[src/rtl/sport_cmp_sched.sv]
// Round-robin scheduler sharing one combinational companding compressor between
// the SPORT0 and SPORT1 transmit paths, with a programmable settle time before capture.
module sport_cmp_sched #(
    parameter int SETTLE = 1,
    parameter int CNTW   = 4
) (
    input  logic        CLK,
    input  logic        RST,
    input  logic        req0,
    input  logic [15:0] data0,
    input  logic        alaw0,
    output logic        ack0,
    output logic [7:0]  log0,
    input  logic        req1,
    input  logic [15:0] data1,
    input  logic        alaw1,
    output logic        ack1,
    output logic [7:0]  log1,
    output logic [15:0] cmp_tx,
    output logic        cmp_alaw,
    input  logic [7:0]  cmp_log,
    output logic        busy,
    output logic        gnt_id
);

    typedef enum logic [1:0] {IDLE, WAIT, CAP} state_t;

    state_t            r_state;
    logic              r_prio;
    logic [CNTW-1:0]   r_cnt;
    logic [15:0]       r_cmpTx;
    logic              r_cmpAlaw;
    logic              r_gnt;
    logic              r_ack0;
    logic              r_ack1;
    logic [7:0]        r_log0;
    logic [7:0]        r_log1;

    logic              w_elig0;
    logic              w_elig1;
    logic              w_grant;
    logic              w_sel;

    // A requester acknowledged last cycle is masked so it cannot be re-granted in its ack cycle.
    assign w_elig0 = req0 & ~r_ack0;
    assign w_elig1 = req1 & ~r_ack1;
    assign w_grant = w_elig0 | w_elig1;
    assign w_sel   = (w_elig0 & w_elig1) ? r_prio : w_elig1;

    always_ff @(posedge CLK) begin
        if (RST) begin
            r_state   <= IDLE;
            r_prio    <= 1'b0;
            r_cnt     <= '0;
            r_cmpTx   <= 16'h0000;
            r_cmpAlaw <= 1'b0;
            r_gnt     <= 1'b0;
            r_ack0    <= 1'b0;
            r_ack1    <= 1'b0;
            r_log0    <= 8'h00;
            r_log1    <= 8'h00;
        end else begin
            r_ack0 <= 1'b0;
            r_ack1 <= 1'b0;
            case (r_state)
                IDLE: begin
                    if (w_grant) begin
                        r_cmpTx   <= w_sel ? data1 : data0;
                        r_cmpAlaw <= w_sel ? alaw1 : alaw0;
                        r_gnt     <= w_sel;
                        r_prio    <= ~w_sel;
                        r_cnt     <= CNTW'(SETTLE);
                        r_state   <= WAIT;
                    end
                end
                WAIT: begin
                    r_cnt <= r_cnt - CNTW'(1);
                    if (r_cnt == CNTW'(1)) begin
                        r_state <= CAP;
                    end
                end
                CAP: begin
                    if (r_gnt) begin
                        r_log1 <= cmp_log;
                        r_ack1 <= 1'b1;
                    end else begin
                        r_log0 <= cmp_log;
                        r_ack0 <= 1'b1;
                    end
                    r_state <= IDLE;
                end
                default: r_state <= IDLE;
            endcase
        end
    end

    assign ack0     = r_ack0;
    assign ack1     = r_ack1;
    assign log0     = r_log0;
    assign log1     = r_log1;
    assign cmp_tx   = r_cmpTx;
    assign cmp_alaw = r_cmpAlaw;
    assign busy     = (r_state != IDLE);
    assign gnt_id   = r_gnt;

endmodule

[config.mk]
export PLATFORM = sky130hd
export DESIGN_NAME = sport_cmp_sched
export DESIGN_NICKNAME = d
export VERILOG_FILES = /design/src/rtl/sport_cmp_sched.sv
export SDC_FILE = /design/constraint.sdc
export NUM_CORES = 1
export LEC_CHECK = 0
export ABC_AREA = 1
export ABC_CLOCK_PERIOD_IN_PS = 2700
export CAP_MARGIN = 20
export CORE_ASPECT_RATIO = 1.75
export CORE_MARGIN = 3
export CORE_UTILIZATION = 45
export CTS_CLUSTER_SIZE = 30
export DETAILED_ROUTE_END_ITERATION = 12
export GPL_ROUTABILITY_DRIVEN = 0
export PLACE_DENSITY = 0.95
export REMOVE_ABC_BUFFERS = 1
export SETUP_SLACK_MARGIN = 0.3
export SKIP_LAST_GASP = 1
export SYNTH_ARGS = -nofsm -noshare
export SYNTH_HDL_FRONTEND = slang
export SYNTH_SLANG_ARGS = --single-unit
[constraint.sdc]
create_clock -name CLK -period 2.7 [get_ports CLK]
set_input_delay 0.27 -clock CLK [delete_from_list [all_inputs] [get_ports CLK]]
set_output_delay 0.27 -clock CLK [all_outputs]
set_load 0.005 [all_outputs]
==> results.toml <==
# yosys + openroad results
[run_status]
status = "finished clean"

[synth]
ys_cells = 260
synth-main-ff-cell = "dfxtp_1"
xor_area_frac = 0
synth.avg_cell_area_sq_um = 7.43
yosys.stat.seqShare = 0.446
yosys_area_sq_um = 1930
edf_count = 0

[clock_network]
clk_pin_slew_worst_paths_ns = 0.08
cts_root_buffer = "clkbuf_8"
cts_tree = "yes"
cts_post_setup_buffers_inserted = 0
postCtsHoldBufs = 0

[grt]
grt_overflow = 0
grt_max_degree = 24
grt_pass1_wl_um = 8570

[route]
wirelength_met1_um = 1860
dr_wl_met3_um = 316
drt_first_iter_violations = 58
first_pass_iters = 4
top_layer = "met4"

[cells_and_area]
final_nets = 387
nFlopsAndLatches = 43
clockNetworkAreaShare = 0.0326
largest_register_ffs = 16
n_fill_cell = 315
fin_area_sq_um = 2840

[timing]
timing.hold.ws_ns = 0.450
drv_slew = 0
skew_ns = 0.00503

[critical_path]
critPathTopFamily = "buffers and inverters"
cp-end-kind = "output pin"
worstSetupPathType = "reg2out"
slowest_stage = "clkdlybuf4s50_1"
startpoint_type = "register"
path_depth = 3

[power_and_ir_drop]
power_frac_seq = 0.471
p_int_uw = 1060
power_leader = "registers"

[floorplan]
ios = 83
nWellTaps = 48
core-area_sq_um = 4020

[min_path]
min-delay-path-class = "reg2reg"
holdPathStages = 2

[placement]
placed_cells = 380
dpl_cell_area_sq_um = 2750
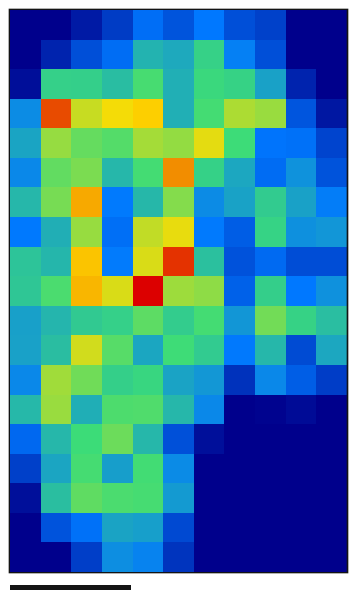
(images/route_heat.png)
Bar = 20 um. 11 x 19 tiles, from dark blue (low) to red (high), scaled to the fullest tile. Values are wire area over tile area, all layers added.
25% of the tiles are over half the peak. The emptiest ninth of the die: bottom right. The mean over all tiles is 0.16. The fullest tile reaches 0.49. 18% of the tiles are nearly empty.
vias: 1,961
Tot GR Track Use: 0.206
final WL: 5020 um
DR WL/cell: 12.9 um

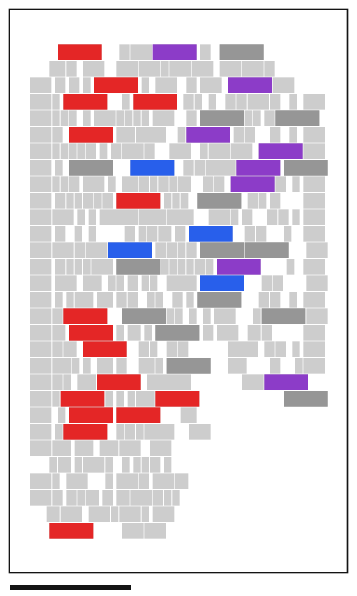
(images/ff_map.png)
Bar = 20 um. Other sequential cells in the stronger gray, the rest of the logic in the fainter gray.
log0: in purple, sequential cells 8. r_cnt: in blue, sequential cells 4, where middle. cmp_tx: in red, sequential cells 16.
Another 15 sequential cells are not colored.

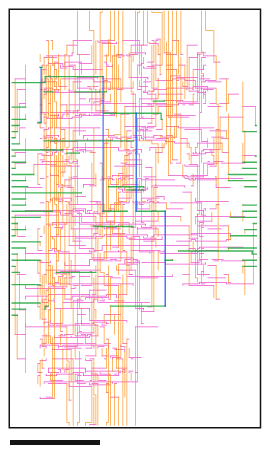
(images/layers.png)
Bar = 20 um.
M1: in magenta, wire length 1,860 um. M4: in blue, wire length 85.0 um. M2: in orange, wire length 2,760 um. M3: in green, wire length 316 um.

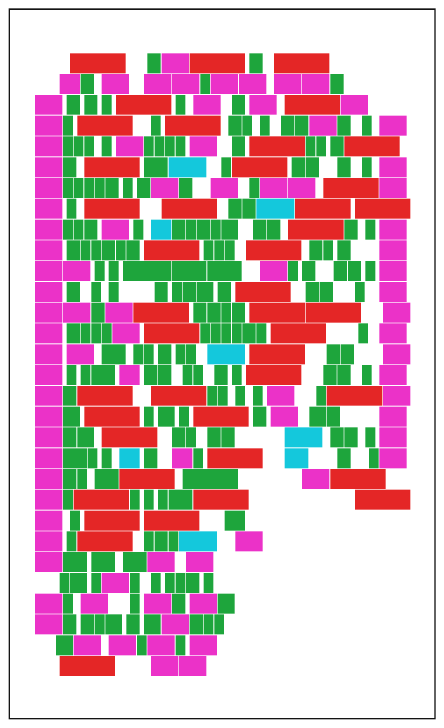
(images/class_map.png)
remaining logic cells: in green, cells 204, share of their area 35%. remaining buffers and delay cells: in magenta, cells 85, share of their area 30%. registers: in red, cells 43, share of their area 31%. clock drivers and dummy loads: in cyan, cells 8, share of their area 3.3%.

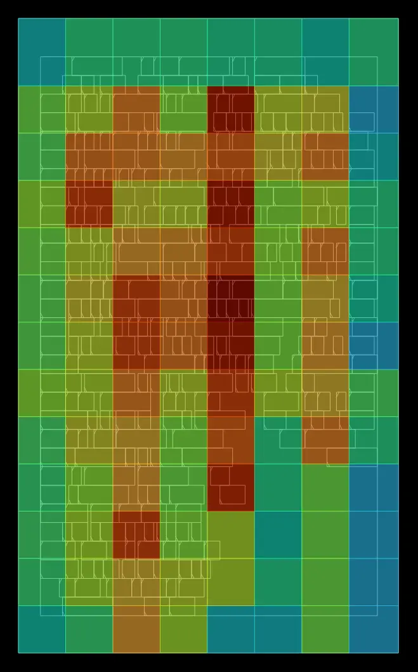
(images/congestion_map.png)
met1 usage: 0.207
met2 Usage GRT: 0.402
Top Usage Layer GRT: met2

